### Routed metal per tile, run 1

Scale: 8 px per um. The die is cut into 8 by 9 equal tiles; dark blue is low, red is high, scaled to the fullest tile. Values are wire area over tile area, all layers added.
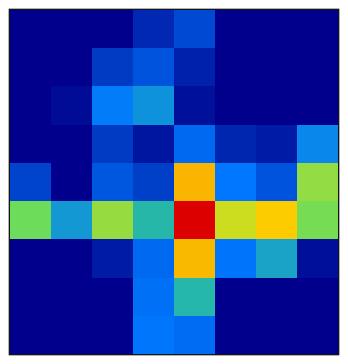
### Cell outlines without signal wires, run 1

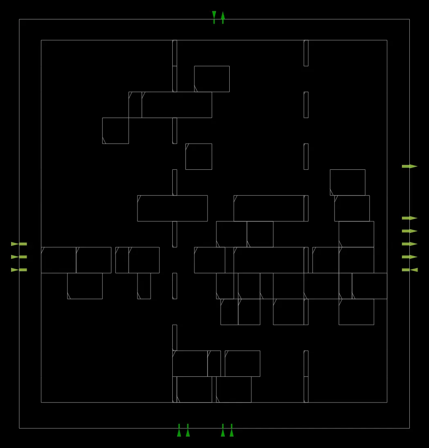
### Routed metal, one color a layer, run 1

Scale: 8 px per um. Two of the layers only.
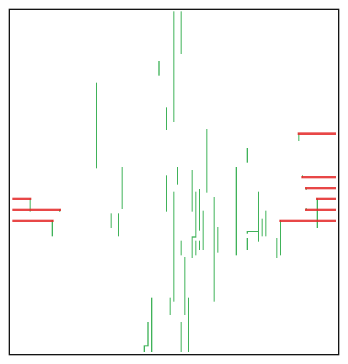
### I/O nets highlighted, run 1

Scale: 12 px per um.
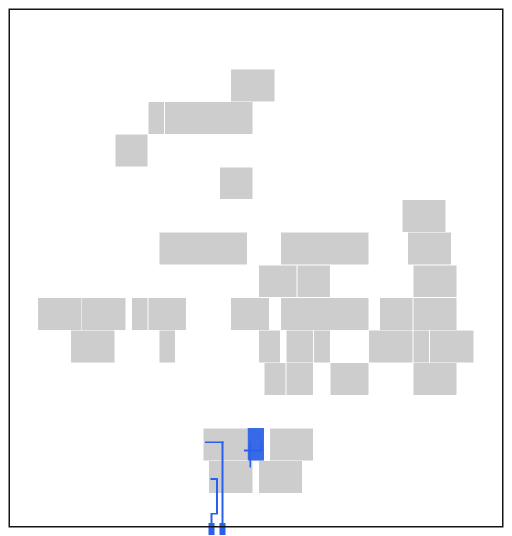
<file path="src/rtl/cond_mod_counter.sv">
// Condition-gated modulo counter: steps once per qualified AND of the condition inputs,
// counting up or down with wrap or saturate at the boundaries, plus clear, load and status pulses.
module cond_mod_counter #(
  parameter int unsigned IN_W     = 2,
  parameter int unsigned WIDTH    = 2,
  parameter int unsigned MODULUS  = 4,
  parameter bit          SATURATE = 1'b0,
  parameter bit          EDGE     = 1'b0
) (
  input  logic             clk,
  input  logic             reset,
  input  logic [IN_W-1:0]  in,
  input  logic             dir,
  input  logic             clear,
  input  logic             load,
  input  logic [WIDTH-1:0] load_val,
  output logic [WIDTH-1:0] count,
  output logic             at_max,
  output logic             at_min,
  output logic             wrap,
  output logic             sat
);

  localparam logic [WIDTH-1:0] MAX_VAL = WIDTH'(MODULUS - 1);
  localparam logic [WIDTH-1:0] MIN_VAL = '0;

  // Refuse to build with a modulus the register cannot represent.
  if ((MODULUS < 2) || (64'(MODULUS) > (64'(1) << WIDTH))) begin : g_param_check
    $error("cond_mod_counter: MODULUS must lie in 2..2**WIDTH");
  end

  // One decoded action per cycle, in priority order clear > load > step > hold.
  typedef enum logic [2:0] {
    ACT_HOLD,
    ACT_CLEAR,
    ACT_LOAD,
    ACT_INC,
    ACT_WRAP_UP,
    ACT_DEC,
    ACT_WRAP_DN,
    ACT_SAT
  } action_e;

  action_e          action;
  logic             cond;
  logic             cond_q;
  logic             step;
  logic [WIDTH-1:0] load_clamped;
  logic [WIDTH-1:0] count_d;
  logic             wrap_d;
  logic             sat_d;

  assign cond = &in;
  assign step = EDGE ? (cond & ~cond_q) : cond;

  // A full-range modulus makes every load legal, so the clamp compare is dropped.
  if (MODULUS == (64'(1) << WIDTH)) begin : g_load_full
    assign load_clamped = load_val;
  end else begin : g_load_clamp
    assign load_clamped = (load_val > MAX_VAL) ? MAX_VAL : load_val;
  end

  always_comb begin
    action = ACT_HOLD;
    if (clear) begin
      action = ACT_CLEAR;
    end else if (load) begin
      action = ACT_LOAD;
    end else if (step) begin
      if (!dir) begin
        if (count == MAX_VAL) action = SATURATE ? ACT_SAT : ACT_WRAP_UP;
        else                  action = ACT_INC;
      end else begin
        if (count == MIN_VAL) action = SATURATE ? ACT_SAT : ACT_WRAP_DN;
        else                  action = ACT_DEC;
      end
    end
  end

  // Boundary wraps are explicit so a power-of-two modulus never relies on overflow.
  always_comb begin
    count_d = count;
    wrap_d  = 1'b0;
    sat_d   = 1'b0;
    unique case (action)
      ACT_HOLD:    count_d = count;
      ACT_CLEAR:   count_d = MIN_VAL;
      ACT_LOAD:    count_d = load_clamped;
      ACT_INC:     count_d = count + WIDTH'(1);
      ACT_WRAP_UP: begin
        count_d = MIN_VAL;
        wrap_d  = 1'b1;
      end
      ACT_DEC:     count_d = count - WIDTH'(1);
      ACT_WRAP_DN: begin
        count_d = MAX_VAL;
        wrap_d  = 1'b1;
      end
      ACT_SAT:     sat_d = 1'b1;
      default:     count_d = count;
    endcase
  end

  // cond_q tracks cond on clear/load cycles too, so a coincident edge is consumed.
  always_ff @(posedge clk) begin
    if (reset) begin
      count  <= MIN_VAL;
      wrap   <= 1'b0;
      sat    <= 1'b0;
      cond_q <= 1'b0;
    end else begin
      count  <= count_d;
      wrap   <= wrap_d;
      sat    <= sat_d;
      cond_q <= cond;
    end
  end

  assign at_max = (count == MAX_VAL);
  assign at_min = (count == MIN_VAL);

endmodule

</file>
<file path="config.mk">
export PLATFORM = sky130hd
export DESIGN_NAME = cond_mod_counter
export DESIGN_NICKNAME = d
export VERILOG_FILES = /design/src/rtl/cond_mod_counter.sv
export SDC_FILE = /design/constraint.sdc
export NUM_CORES = 1
export LEC_CHECK = 0
export CORE_AREA = 2 2 39 41
export DETAILED_ROUTE_END_ITERATION = 8
export DIE_AREA = 0 0 41 43
export MAX_ROUTING_LAYER = met4
export SLEW_MARGIN = 20
export SYNTH_ARGS = -nofsm -noshare
export SYNTH_HDL_FRONTEND = slang
export SYNTH_SLANG_ARGS = --single-unit
</file>
<file path="constraint.sdc">
create_clock -name clk -period 3.2 [get_ports clk]
set_clock_uncertainty 0.15 [all_clocks]
set_input_delay 0.64 -clock clk [delete_from_list [all_inputs] [get_ports clk]]
set_output_delay 0.64 -clock clk [all_outputs]
set_load 0.01 [all_outputs]
</file>
==> summary.txt, run 1 <==
run metrics: run status finished clean, syn_area_per_cell 8.88 um^2, Hold Crit Start count[1]$_SDFFE_PP0P_, Synth Seq Share 45.1%, yosys warns 0, P_clk 0.0596 mW, Critical Path Sink at_max, ys flops 4, largest net degree at the start of global routing 6, GRT Residual Overflow 0, Final Power roughly 0.14 mW, net switching power 0.0286 mW, DP Wirelength 343 um, top cells by area dfxtp_1, nor2_1, mux2i_1, fin crit share about 67%, Inserted Diodes 0, crit path DAT 1.35 ns, cells after synthesis 20, number of global-route vias before repair approximately 180, Global Route Usage Sum 5.86%, detailed-route wire length per cell 7.58 um, Leak Pwr 0.137 nW, Setup crit end kind output port, crit-path max FO 5, Worst R2R End count[1]$_SDFFE_PP0P_, sequential cell power 0.0541 mW, Clock Root Buffer clkbuf_4, Top non-seq family simple AND/OR/NAND/NOR gates, post-synth cell types 14, first-pass GRT wire length 614 um, Tmin final 2.14 ns, Longest Clk Path Bufs 2, Biggest consumer the clock network, hold slack between 0.3 and 0.4 ns, CTS clk-pin slew, worst paths ~0.04 ns, die span in y between 40 and 50 um, via count 195, Reg2Reg Setup Slack 1.99 ns, unrepaired setup endpoints after global routing false, Vias/cell 3.68, AO/OA Area Share 14.1%, Initial DRT Pass Iterations 1, width of the chip 41 um, Slew Viols, Final 0, Hold Path Class flip-flop to flip-flop, worst-skew pair later-pin latency 0.23 ns, count leader, synth dfxtp_1, Peak VDD IR 0.113 mV, max incr delay on CP 0.52 ns, FF-to-FF path depth 3, crit path DRT 2.41 ns, number of CTS-inserted buffers 3, Nets at Floorplan 29, CTS H-tree depth 1, combinational share of power 18.9%, P_comb 0.0265 mW, Post-synth ARST share 0%, fp_density 12.8%, Final Hold Violation Tally 0, CTS resizes 0, count of final setup violators 0, initial DRC count 0, initial antenna violation count 0, Setup crit start kind flip-flop, Post-synth EDFFs 0, cell type with the largest total area dfxtp_1, OpenROAD warnings 26, Total Wirelength 402 um, pwr dens 389 nW/um^2, crit path from count[0]$_SDFFE_PP0P_
Back to the opening pictures, 'Routed metal per tile':
- mean over tiles: 0.037
- nearly empty tiles: 44%
- fullest tile: 0.22
- tiles over half the peak: 13%
- emptiest ninth of the die: upper right

Back to the opening pictures, 'Cell outlines without signal wires':
Fill cells: 155
sequential cell area share: 22.2%
std cell rows: 14
core area: 1380 um^2

Back to the opening pictures, 'Routed metal, one color a layer':
- green: met2 (wire length 187 um)
- red: met3 (wire length 37.3 um)

Back to the opening pictures, 'I/O nets highlighted':
- blue: in (bits 2; direction input; end cells 1; buffers 2; wire 16.6 um)
number of port buffers: 14
I/O pin total: 15

run 1: stage by stage:
| step | setup WS, ns | std cells |
|---|---|---|
| 2_1_floorplan | 1.75 | 20 |
| 5_1_grt | 0.998 | 53 |
| 6_report | 1.06 | 53 |
| 4_1_cts | 1.03 | 53 |
| 3_5_place_dp | 1.18 | 50 |
| 3_3_place_gp | 1.21 | 50 |
run 1: cell type report:
type                            count  area, um^2
Multi-Input combinational cell     15        93.8
Inverter                            1        3.75
Tap cell                           16        20.0
Fill cell                         155        1020
Clock buffer                        3        22.5
Timing Repair Buffer               14         140
Sequential cell                     4        80.1
run 1: critical path: cells and delay by family, from the launching register on:
kind                   cells  cell delay (ns)
and+or+nand+nor            1             0.18
DFF                        1             0.41
buffers and inverters      1             0.52
run 1: cells by family after synthesis:
family,after synthesis
AND-OR/OR-AND,4
AND/OR/NAND/NOR,7
multiplexers,1
flip-flops,4
buffers and inverters,1
other,1
XOR/XNOR,2
run 1: registers in the layout, indices dropped and copies added, names as in the netlist:
register	cells
sat	1
wrap	1
count	2
run 1: layer usage:
| metal | wire length (um) | share of wire [%] | track usage [%] |
|---|---|---|---|
| met4 | 0 | 0 | 6.00 |
| met5 | 0 | 0 | - |
| met1 | 178 | 44 | 5.14 |
| met2 | 187 | 47 | 8.13 |
| met3 | 37 | 9.2 | 3.14 |
run 1: cell usage in the layout, fill, tap and decap left out:
cell type,instances
a2111oi_0,1
nor4b_1,1
xnor2_1,1
and2_2,1
nand2_1,1
inv_1,1
xor2_1,1
o21ai_0,2
clkdlybuf4s50_1,14
mux2i_1,1
dfxtp_1,4
or3_1,1
conb_1,1
nor2_1,3
a31oi_1,1
clkbuf_4,3
==> run 1 -> run 2 <==
==> constraint.sdc (replaced) <==
create_clock -name clk -period 1.7 [get_ports clk]
set_clock_uncertainty 0.15 [all_clocks]
set_input_delay 0.34 -clock clk [delete_from_list [all_inputs] [get_ports clk]]
set_output_delay 0.34 -clock clk [all_outputs]
set_load 0.01 [all_outputs]
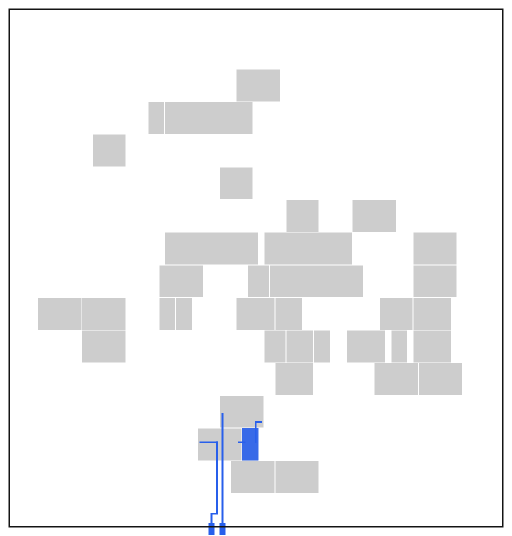
*I/O nets highlighted, run 2*
Scale: 12 px per um.
- blue: in (bits 2; direction input; end cells 1; buffers 2; wire 20.1 um)

==> run 2 against run 1 <==
Wire length grew 5.5%. Utilization is 0.090 points higher. Die area did not move. Sequential share of layout area is 0.62 points higher. Cell count did not move. Global-route usage fell by 0.30 points. Design area is 0.35% higher. Critical endpoint is now count[0]. Largest cell class unchanged.
==> summary.txt, run 2 <==
run metrics: CTS tree done, Post-CTS Setup Bufs 0, Most flops, register count, crit path DAT 1.14 ns (-0.21 ns), layout cell share with drive strength beyond 1 16.2%, largest registers count: 2 flops, sat: 1 flops, wrap: 1 flops, die span in y 43 um (unchanged), CTS H-tree depth 1 (unchanged), run status finished clean, Post-synth EDFFs 0 (unchanged), width of the chip 41 um (unchanged), Total Wirelength 424 um (+5.5%), Leak Pwr 0.142 nW (+3.6%), most numerous logic cell after layout clkdlybuf4s50_1, Peak VDD IR 0.220 mV (+95%), Nets at Floorplan 29 (unchanged), Longest Clk Path Bufs 2 (unchanged), fp_density 12.8% (unchanged), Buf/Inv on CP 1 (unchanged), syn_area_per_cell 8.88 um^2 (unchanged), std cell rows 14 (unchanged), cell type with the largest total area dfxtp_1, CTS clk-pin slew, worst paths 0.04 ns (about the same), count leader, synth dfxtp_1, bufs w/o clock 14 (unchanged), crit-path max FO 5 (unchanged), GRT Residual Overflow 0 (unchanged), unrepaired setup endpoints after global routing false, Inserted Diodes 0 (unchanged), Setup crit end kind output port, Hold Path Class flip-flop to flip-flop, Global Route Usage Sum 5.56% (-0.30 points), Final Hold Violation Tally 0 (unchanged), Vias/cell 3.75 (+2.1%), Fill cells 158 (+1.9%), Top Layout Cells clkdlybuf4s50_1, nor2_1, clkbuf_4, Setup crit start kind flip-flop, Comb area share 26.3% (+0.26 points), invs w/o clock 1 (unchanged), seq_cells 4 (unchanged), AO/OA Area Share 14.1% (unchanged), initial antenna violation count 0 (unchanged), tap cell count 16 (unchanged), Tmin final between 1.5 and 2 ns, I/O pin total 15 (unchanged), crit path DRT 1.21 ns (-1.20 ns), FF+latch area 82.6 um^2 (+3.1%), Post-synth ARST share 0% (unchanged), Syn Std Cell Area 178 um^2, Setup WS post-layout 0.0719 ns (-0.990 ns), max reg flops 2 (unchanged), top cells by area dfxtp_1, nor2_1, mux2i_1, Comb area 95.1 um^2 (+1.3%), Clock Root Buffer clkbuf_4, largest net degree at the start of global routing 6 (unchanged), initial DRC count 3 (+3), max incr delay on CP 0.54 ns (+0.02 ns), CP delay by family, top buffers and inverters, CP cell instances clkdlybuf4s50_1, number of port buffers 14 (unchanged), yosys warns 0 (unchanged), first-pass GRT wire length 607 um (-1.1%), cells after synthesis 20 (unchanged), number of CTS-inserted buffers 3 (unchanged), number of global-route vias before repair 173 (-4.9%), via count 199 (+2.1%), Post-DRT Antenna Nets 0, count of final setup violators 0 (unchanged), Synth Seq Share 45.1% (unchanged), multi-input gates 15 (unchanged), detailed-route wire length per cell 8.00 um (+5.5%), pwr dens 727 nW/um^2 (+87%), core area 1380 um^2 (unchanged), dpl ws 0.0202 ns (-1.16 ns), Slew Viols, Final 0 (unchanged), DP Wirelength 357 um (+4.1%), fin crit share a little over nine tenths, OpenROAD warnings 26 (unchanged), Top class by area buffers, worst-skew pair later-pin latency 0.23 ns (about the same), post-synth cell types 14 (unchanged), hold slack 0.364 ns (-0.0226 ns), clkbuf count 3 (unchanged), ys flops 4 (unchanged), Initial DRT Pass Iterations 2 (+1), sequential cell area share 22.8% (+0.62 points), Top non-seq family simple AND/OR/NAND/NOR gates, clock network area share 6.23% (-0.022 points), Data buffer area share 38.1% (-0.83 points)
-- run 2: worst paths after layout --
kind / start / cells after the start / end / slack [ns]
max: count[0]$_SDFFE_PP0P_ / 1 / count[0] / 0.07
min reg2reg: count[1]$_SDFFE_PP0P_ / 2 / count[1]$_SDFFE_PP0P_ / 0.36
min: count[1]$_SDFFE_PP0P_ / 2 / count[1]$_SDFFE_PP0P_ / 0.36
max reg2reg: count[0]$_SDFFE_PP0P_ / 3 / count[1]$_SDFFE_PP0P_ / 0.52
-- run 2: metrics by stage --
step	total power, mW	util (%)	std cells	instance area, um^2
3_5_place_dp	0.154	24.4	50	338
5_1_grt	0.281	26.1	53	362
6_report	0.263	26.1	53	362
3_3_place_gp	0.153	24.4	50	338
2_1_floorplan	0.119	-	20	178
4_1_cts	0.270	26.0	53	360
-- run 2: layer usage --
metal | global-route usage (%) | wire, um | vias to the layer above
met5 | - | 0 | -
met4 | 4.00 | 0 | 0
li1 | - | - | 102
met2 | 7.19 | 198 | 9
met3 | 3.14 | 40 | 0
met1 | 6.13 | 185 | 88
-- run 2: kinds of logic (layout without fill, tap and decap cells) --
logic type	after synthesis	after routing
AOI/OAI and AO/OA	4	4
xor gates and xnor gates	2	2
buffers and inverters	1	18
DFF	4	4
muxes	1	1
other	1	1
and+or+nand+nor	7	7
-- run 2: what timing repair did --
item,4_1_cts,5_1_grt
gates cloned,0,0
resized,4,1
endpoints found under the setup margin,3,1
-- run 2: report_power, final --
| part | switching (mW) | internal [mW] | total, mW |
|---|---|---|---|
| registers | 0.00334 | 0.0989 | 0.102 |
| logic | 0.0174 | 0.0319 | 0.0493 |
| clock network | 0.0328 | 0.0785 | 0.111 |
==> run 2 -> run 3 <==
--- a/config.mk
+++ b/config.mk
@@ -6,6 +6,7 @@
 export NUM_CORES = 1
 export LEC_CHECK = 0
 export CORE_AREA = 2 2 39 41
+export CTS_CLUSTER_SIZE = 40
 export DETAILED_ROUTE_END_ITERATION = 8
 export DIE_AREA = 0 0 41 43
 export MAX_ROUTING_LAYER = met4
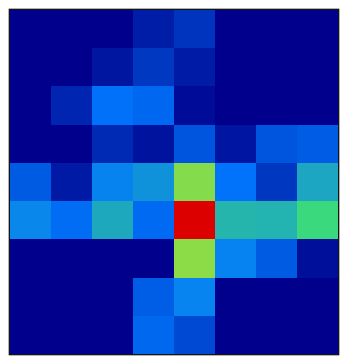
*Routed metal per tile, run 3*
Scale: 8 px per um. The die is cut into 8 by 9 equal tiles; dark blue is low, red is high, scaled to the fullest tile. Values are wire area over tile area, all layers added.
- tiles over half the peak: 4.2%
- mean over tiles: 0.040
- nearly empty tiles: 46%
- densest ninth of the die: center
- fullest tile: 0.31
Global Route Usage Sum: 5.56%
via count: 199

==> run 3 against run 2 <==
Sequential cell count stayed put. Synthesized cell count stayed put. Area after synthesis stayed put. Sequential power hardly changed. Sequential share of layout area stayed put. Power stayed put. Fmax stayed put. Highest routed layer unchanged. Wire length stayed put. Critical endpoint unchanged.
==> summary.txt, run 3 <==
run metrics: Post-synth ARST share 0% (unchanged), most numerous logic cell after layout clkdlybuf4s50_1, top cells by area dfxtp_1, nor2_1, mux2i_1, Inserted Diodes 0 (unchanged), clock group share of total power 42.4% (about the same), CTS clk-pin slew, worst paths 0.04 ns (about the same), number of global-route vias before repair 173 (unchanged), Slew Viols, Final 0 (unchanged), core area 1380 um^2 (unchanged), die span in y 43 um (unchanged), I/O pin total 15 (unchanged), FF-to-FF path depth 3 (unchanged), Post-synth EDFFs 0 (unchanged), initial antenna violation count 0 (unchanged), largest net degree at the start of global routing 6 (unchanged), CP cell instances clkdlybuf4s50_1, cell type with the largest total area dfxtp_1, sw frac 20.4% (unchanged), CTS tree done, count of final setup violators 0 (unchanged), Setup crit start kind flip-flop, crit path from count[0]$_SDFFE_PP0P_, crit path DAT 1.14 ns (about the same), crit-path max FO 5 (unchanged), logic depth of the worst path, buffers included 1 (unchanged), Syn Std Cell Area 178 um^2 (unchanged), Tmin final 1.63 ns (unchanged), CTS resizes 4 (unchanged), std cell rows 14 (unchanged), initial DRC count 3 (unchanged), ys flops 4 (unchanged), Critical Path Sink count[0], max reg flops 2 (unchanged), Setup crit end kind output port, run status finished clean, yosys warns 0 (unchanged), largest registers count: 2 flops, sat: 1 flops, wrap: 1 flops, internal power 0.209 mW (unchanged), Post-DRT Antenna Nets 0 (unchanged), combinational share of power 18.7% (about the same), Hold Crit Start count[1]$_SDFFE_PP0P_, Most flops, register count, net switching power 0.0535 mW (unchanged), crit path DRT 1.21 ns (about the same), number of CTS-inserted buffers 3 (unchanged)
[run 3: cell families (layout without fill, tap and decap cells)]
logic type | Yosys count | count (layout) | synth area share [%]
other cells | 1 | 1 | 2.11
simple gates | 7 | 7 | 21.1
xor+xnor | 2 | 2 | 9.86
compound gates | 4 | 4 | 14.1
buf+inv | 1 | 18 | 2.11
flops | 4 | 4 | 45.1
mux | 1 | 1 | 5.63
[run 3: stage by stage]
stage | power [mW] | util, % | area (um^2) | worst slack (ns) | hold slack (ns)
final | 0.263 | 26.1 | 362 | 0.0719 | 0.364
after global routing | 0.281 | 26.1 | 362 | 0.0279 | 0.385
after CTS | 0.270 | 26.0 | 360 | 0.0587 | 0.366
after detailed placement | 0.154 | 24.4 | 338 | 0.0202 | 0.383
after global placement | 0.153 | 24.4 | 338 | 0.0361 | 0.375
after floorplan | 0.119 | - | 178 | 0.509 | 0.267
[run 3: area by class of cell]
type / count / area, um^2
clock buffers: 3 / 22.5
fillers: 158 / 1020
inverters: 1 / 3.75
multi-input cells: 15 / 95.1
flip-flops and latches: 4 / 82.6
well taps: 16 / 20.0
repair buffers: 14 / 138
[run 3: layer usage]
metal,track usage (%),up-vias,wire length (um),part of all wire (%)
met1,6.13,88,185,44
met2,7.19,9,198,47
met5,-,-,0,0
li1,-,102,-,-
met4,4.00,0,0,0
met3,3.14,0,40,9.4
[run 3: power groups by stage]
stage | clock network (mW) | logic, mW | registers, mW
5_1_grt | 0.124 | 0.0545 | 0.103
2_1_floorplan | 0 | 0.0147 | 0.105
4_1_cts | 0.119 | 0.0491 | 0.102
3_5_place_dp | 0 | 0.0506 | 0.103
3_3_place_gp | 0 | 0.0496 | 0.103
6_report | 0.111 | 0.0493 | 0.102
Power is estimated from default activity; no workload was simulated.
